==> src/rtl/pe_cu_param.sv <==
// Parametrised PE controller: sequences accumulate, result-latch and memory-write phases for one convolution pass.
// Optional feature macro PE_CU_PERF_EN adds a saturating stall_cycles output.
module pe_cu_param #(
    parameter int unsigned MAC_LEN     = 16,
    parameter int unsigned RES_DEPTH   = 4,
    parameter int unsigned NUM_RESULTS = 169,
    parameter int unsigned IMG_SIZE    = 16,
    parameter int unsigned KERNEL_W    = 4,
    parameter int unsigned CW          = 8
) (
    input  logic          clk,
    input  logic          rst,
    input  logic          start,
    input  logic          abort,
    input  logic          in_valid,
    input  logic          wr_ack,
    output logic          busy,
    output logic          done,
    output logic          init,
    output logic          acc_en,
    output logic          rst_acc,
    output logic          res_buffer_en,
    output logic          rst_res_reg,
    output logic          wr_en,
    output logic          wr_file,
    output logic [CW-1:0] img_buffer_index,
    output logic [CW-1:0] buffer_cntr,
    output logic [CW-1:0] res_index,
    output logic [CW-1:0] wr_adr
`ifdef PE_CU_PERF_EN
    ,
    output logic [31:0]   stall_cycles
`endif
);

    localparam int unsigned   RW        = $clog2(NUM_RESULTS + 1);
    localparam logic [RW-1:0] RES_TOTAL = RW'(NUM_RESULTS);
    localparam logic [CW-1:0] MAC_LAST  = CW'(MAC_LEN - 1);
    localparam logic [CW-1:0] GRP_LAST  = CW'(RES_DEPTH - 1);
    localparam logic [CW-1:0] SKIP      = CW'(KERNEL_W - 1);
    localparam int unsigned   SKIP_POS  = IMG_SIZE - (KERNEL_W - 1);

    typedef enum logic [2:0] {
        S_IDLE, S_INIT, S_MAC, S_LD, S_WR, S_DONE
    } state_e;

    state_e        state_q, state_d;
    logic [CW-1:0] buf_q, buf_d;
    logic [CW-1:0] ridx_q, ridx_d;
    logic [CW-1:0] img_q, img_d;
    logic [CW-1:0] adr_q, adr_d;
    logic [RW-1:0] cnt_q, cnt_d;

    logic [CW-1:0] img_inc;
    logic          row_end;
    logic          aborting;

    // Window base advances by one; landing on the row tail jumps to the next row.
    assign img_inc  = img_q + CW'(1);
    assign row_end  = ((32'(img_inc) % IMG_SIZE) == SKIP_POS);
    assign aborting = abort && (state_q != S_IDLE);

    always_ff @(posedge clk or negedge rst) begin
        if (!rst) begin
            state_q <= S_IDLE;
            buf_q   <= '0;
            ridx_q  <= '0;
            img_q   <= '0;
            adr_q   <= '0;
            cnt_q   <= '0;
        end else begin
            state_q <= state_d;
            buf_q   <= buf_d;
            ridx_q  <= ridx_d;
            img_q   <= img_d;
            adr_q   <= adr_d;
            cnt_q   <= cnt_d;
        end
    end

    // Next state and counter updates; abort freezes every counter.
    always_comb begin
        state_d = state_q;
        buf_d   = buf_q;
        ridx_d  = ridx_q;
        img_d   = img_q;
        adr_d   = adr_q;
        cnt_d   = cnt_q;
        if (aborting) begin
            state_d = S_IDLE;
        end else begin
            case (state_q)
                S_IDLE: begin
                    if (start) state_d = S_INIT;
                end
                S_INIT: begin
                    buf_d   = '0;
                    ridx_d  = '0;
                    img_d   = '0;
                    adr_d   = '0;
                    cnt_d   = '0;
                    state_d = S_MAC;
                end
                S_MAC: begin
                    if (in_valid) begin
                        if (buf_q == MAC_LAST) begin
                            buf_d   = '0;
                            state_d = S_LD;
                        end else begin
                            buf_d = buf_q + CW'(1);
                        end
                    end
                end
                S_LD: begin
                    ridx_d  = ridx_q + CW'(1);
                    cnt_d   = cnt_q + RW'(1);
                    img_d   = row_end ? (img_inc + SKIP) : img_inc;
                    state_d = ((ridx_q == GRP_LAST) || (cnt_d == RES_TOTAL)) ? S_WR : S_MAC;
                end
                S_WR: begin
                    if (wr_ack) begin
                        adr_d   = adr_q + CW'(1);
                        ridx_d  = '0;
                        state_d = (cnt_q == RES_TOTAL) ? S_DONE : S_MAC;
                    end
                end
                S_DONE: begin
                    state_d = S_IDLE;
                end
                default: begin
                    state_d = S_IDLE;
                end
            endcase
        end
    end

    always_comb begin
        busy          = 1'b0;
        done          = 1'b0;
        init          = 1'b0;
        acc_en        = 1'b0;
        rst_acc       = 1'b0;
        res_buffer_en = 1'b0;
        rst_res_reg   = 1'b0;
        wr_en         = 1'b0;
        wr_file       = 1'b0;
        busy          = (state_q != S_IDLE);
        case (state_q)
            S_INIT: init = 1'b1;
            S_MAC:  acc_en = in_valid;
            S_LD: begin
                res_buffer_en = 1'b1;
                rst_acc       = 1'b1;
            end
            S_WR: begin
                wr_en       = 1'b1;
                rst_res_reg = wr_ack;
            end
            S_DONE: begin
                done    = 1'b1;
                wr_file = 1'b1;
            end
            default: ;
        endcase
    end

    assign img_buffer_index = img_q;
    assign buffer_cntr      = buf_q;
    assign res_index        = ridx_q;
    assign wr_adr           = adr_q;

`ifdef PE_CU_PERF_EN
    logic [31:0] stall_q, stall_d;

    // Counts operand and write-ack wait cycles, saturating.
    always_comb begin
        stall_d = stall_q;
        if (!aborting) begin
            if (state_q == S_INIT) begin
                stall_d = '0;
            end else if ((((state_q == S_MAC) && !in_valid) || ((state_q == S_WR) && !wr_ack))
                         && (stall_q != '1)) begin
                stall_d = stall_q + 32'd1;
            end
        end
    end

    always_ff @(posedge clk or negedge rst) begin
        if (!rst) stall_q <= '0;
        else      stall_q <= stall_d;
    end

    assign stall_cycles = stall_q;
`endif

endmodule

==> config.mk <==
export PLATFORM = sky130hd
export DESIGN_NAME = pe_cu_param
export DESIGN_NICKNAME = d
export VERILOG_FILES = /design/src/rtl/pe_cu_param.sv
export SDC_FILE = /design/constraint.sdc
export NUM_CORES = 1
export LEC_CHECK = 0
export ABC_AREA = 1
export CELL_PAD_IN_SITES_DETAIL_PLACEMENT = 1
export CELL_PAD_IN_SITES_GLOBAL_PLACEMENT = 1
export CORE_MARGIN = 10
export CORE_UTILIZATION = 38
export CTS_CLUSTER_DIAMETER = 40
export DETAILED_ROUTE_END_ITERATION = 8
export PLACE_DENSITY = 0.9
export SKIP_LAST_GASP = 1
export SLEW_MARGIN = 20
export SYNTH_ARGS = -nofsm -noshare
export SYNTH_HDL_FRONTEND = slang
export SYNTH_SLANG_ARGS = --single-unit
==> constraint.sdc <==
create_clock -name clk -period 2.2 [get_ports clk]
set_clock_uncertainty 0.15 [all_clocks]
set_input_delay 0.44 -clock clk [delete_from_list [all_inputs] [get_ports clk]]
set_output_delay 0.44 -clock clk [all_outputs]
set_load 0.01 [all_outputs]
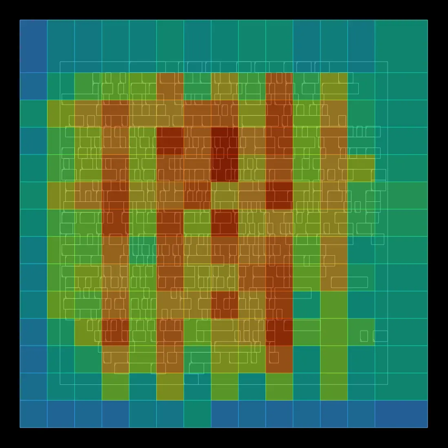
Fig. 1. Track usage over the die (run 1).
met3 usage: 4.56%
met2 usage: 28.6%
global route hottest layer: met2
DR WL/cell: 16.9 µm

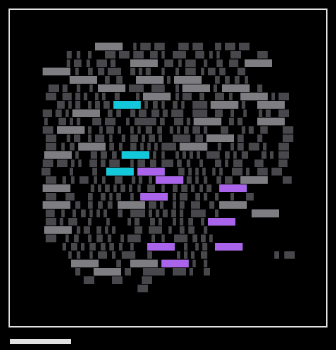
Fig. 2. Where the registers sit (run 1).
Bar = 20 µm. Other sequential cells in the stronger grey, the rest of the logic in the fainter grey.
[cnt_q] purple | sequential cells: 8
[state_q] cyan | sequential cells: 3
not coloured: 32

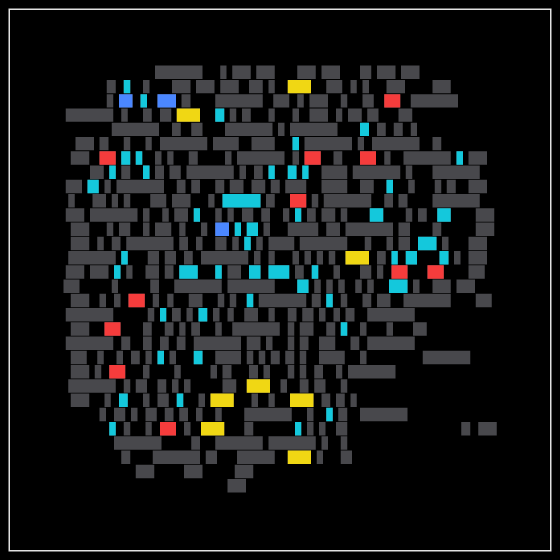
Fig. 3. Gate families picked out (run 1).
[NOR gates] cyan | cells: 48 | most used: nor2_1
[AND-OR and OR-AND gates] blue | cells: 3 | most used: o21a_1
[adder and majority cells] yellow | cells: 8 | most used: ha_1
[XOR/XNOR gates] red | cells: 11 | most used: xor2_1

==> run notes, run 1 <==
run results: PortBufs 46, Unique cell types 34, CP bufs+invs 3, fa+ha+maj area frac 3.82%, Yosys Instances 346, worst min path class reg2reg, sequential cell power 1.01 mW, Top area cell types dfrtp_1, nand2_1, inv_1, Worst Path Max Fanout 5, relative slew slack 64.0%, cts bufs inserted 5, clk latency late pin 0.31 ns, status completed, Setup Buffers After CTS 2, fin crit period 2.10 ns, All-Layer GR Usage 15.9%, fraction of layout instances using a drive strength above 1 10.0%, Post-synth regs 43, yosys stat area 0.00262 mm², number of global-route vias before repair 2842, reg-to-reg startpoint state_q[1]$_DFFE_PN0P_, MUX area fraction 0%, Ports 47, Top Layout Cells nand2_1, inv_1, dfrtp_1, via count 2630, final setup fails 0, Final Util 49.9%, R2R Setup Slk 0.17 ns, Non-CTS buffers 60, worst hold slack 0.414 ns, Worst path depth 5, Avg Inst Size Synth 7.57 µm², synthesized cell area 0.00262 mm², area grow syn2layout 28.6%, Seq/total area 31.9%, clk slew on worst S/H paths 0.09 ns, core box area 0.00676 mm², Post-DP HPWL 6040 µm, FFs w/ async S/R, synth 100%, crit-path max cell delay 0.40 ns, Clock power frac 20.4%, post-synth top area share 41.1%, P_clk 0.549 mW, cell area power density 797 mW/mm², Crit Path Class reg2out
[run 1: flip-flops by register name, indices dropped and copies added (netlist names)]
register          flops
buffer_cntr           8
cnt_q                 8
img_buffer_index      8
res_index             8
wr_adr                8
state_q               3
[run 1: how the worst min path moves through the flow]
stage	from	to	slack, ns
after floorplan	rst	buffer_cntr[0]$_DFFE_PN0P_	-0.006
after global placement	rst	cnt_q[3]$_DFFE_PN0P_	0.30
after detailed placement	rst	cnt_q[3]$_DFFE_PN0P_	0.31
after CTS	buffer_cntr[0]$_DFFE_PN0P_	buffer_cntr[0]$_DFFE_PN0P_	0.41
after global routing	buffer_cntr[3]$_DFFE_PN0P_	buffer_cntr[3]$_DFFE_PN0P_	0.44
final	buffer_cntr[3]$_DFFE_PN0P_	buffer_cntr[3]$_DFFE_PN0P_	0.41
## Run 2: what changed since run 1
Settings changed: ABC_AREA 1 to default, CORE_UTILIZATION 38 to 40, PLACE_DENSITY 0.9 to 0.91.
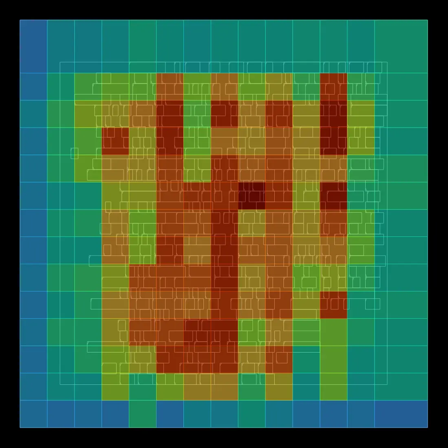
Fig. 4. Track usage over the die (run 2).
met3 usage: 2.88%
GR Util met1: 21.5%
All-Layer GR Usage: 18.4%
met2 usage: 32.4%
DR WL/cell: 20.4 µm

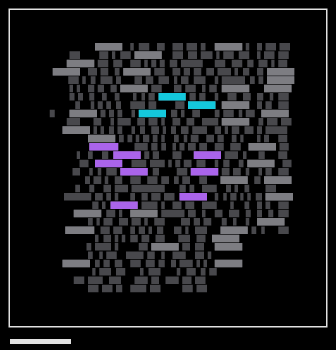
Fig. 5. Where the registers sit (run 2).
Bar = 20 µm. Other sequential cells in the stronger grey, the rest of the logic in the fainter grey.
[cnt_q] purple | sequential cells: 8
[state_q] cyan | sequential cells: 3
not coloured: 32
Flop area: 0.00108 mm²
Final Util: 54.8%
Seq/total area: 29.1%

==> run notes, run 2 <==
run results: worst min path class reg2reg, cts bufs inserted 5, fraction of layout instances using a drive strength above 1 21.4%, fa+ha+maj area frac 3.62%, Yosys Instances 314, global route hottest layer met2, MUX area fraction 3.40%, Avg Inst Size Synth 8.80 µm², Post-DP HPWL 6440 µm, fin crit period 2.22 ns, Clock power frac 21.4%, crit-path max cell delay 0.40 ns, Non-CTS buffers 84, cell area power density 820 mW/mm², Top area cell types dfrtp_1, o21ai_0, nor2_1, sequential cell power 1.05 mW, worst hold slack 0.406 ns, area grow syn2layout 34.0%, clk slew on worst S/H paths 0.08 ns, violated checks negative setup slack, status finished with violations, Crit Path Class reg2reg, Unique cell types 59, CP bufs+invs 1, synthesized cell area 0.00276 mm², number of global-route vias before repair 2980, final setup fails 2, worst setup margin -0.0243 ns, reg-to-reg startpoint img_buffer_index[0]$_DFFE_PN0P_, R2R Setup Slk -0.02 ns, PortBufs 46, number of cells on the worst reg-to-reg path 7, P_clk 0.651 mW, Setup Buffers After CTS 1, clk latency late pin 0.30 ns, Top Layout Cells dfrtp_1, clkdlybuf4s50_1, buf_4, post-synth top area share 38.9%, FFs w/ async S/R, synth 100%, Ports 47, relative slew slack 64.4%, via count 2774
run 2: worst max path at each step:
| stage | startpoint | endpoint | cells after the start |
|---|---|---|---|
| global route | img_buffer_index[0]$_DFFE_PN0P_ | img_buffer_index[5]$_DFFE_PN0P_ | 8 |
| CTS | img_buffer_index[0]$_DFFE_PN0P_ | img_buffer_index[5]$_DFFE_PN0P_ | 8 |
| finish | img_buffer_index[0]$_DFFE_PN0P_ | img_buffer_index[7]$_DFFE_PN0P_ | 7 |
| global placement | in_valid | acc_en | 3 |
| detailed placement | start | state_q[2]$_DFFE_PN0P_ | 7 |
| floorplan | img_buffer_index[0]$_DFFE_PN0P_ | img_buffer_index[5]$_DFFE_PN0P_ | 8 |
Power is estimated from default activity; no workload was simulated.
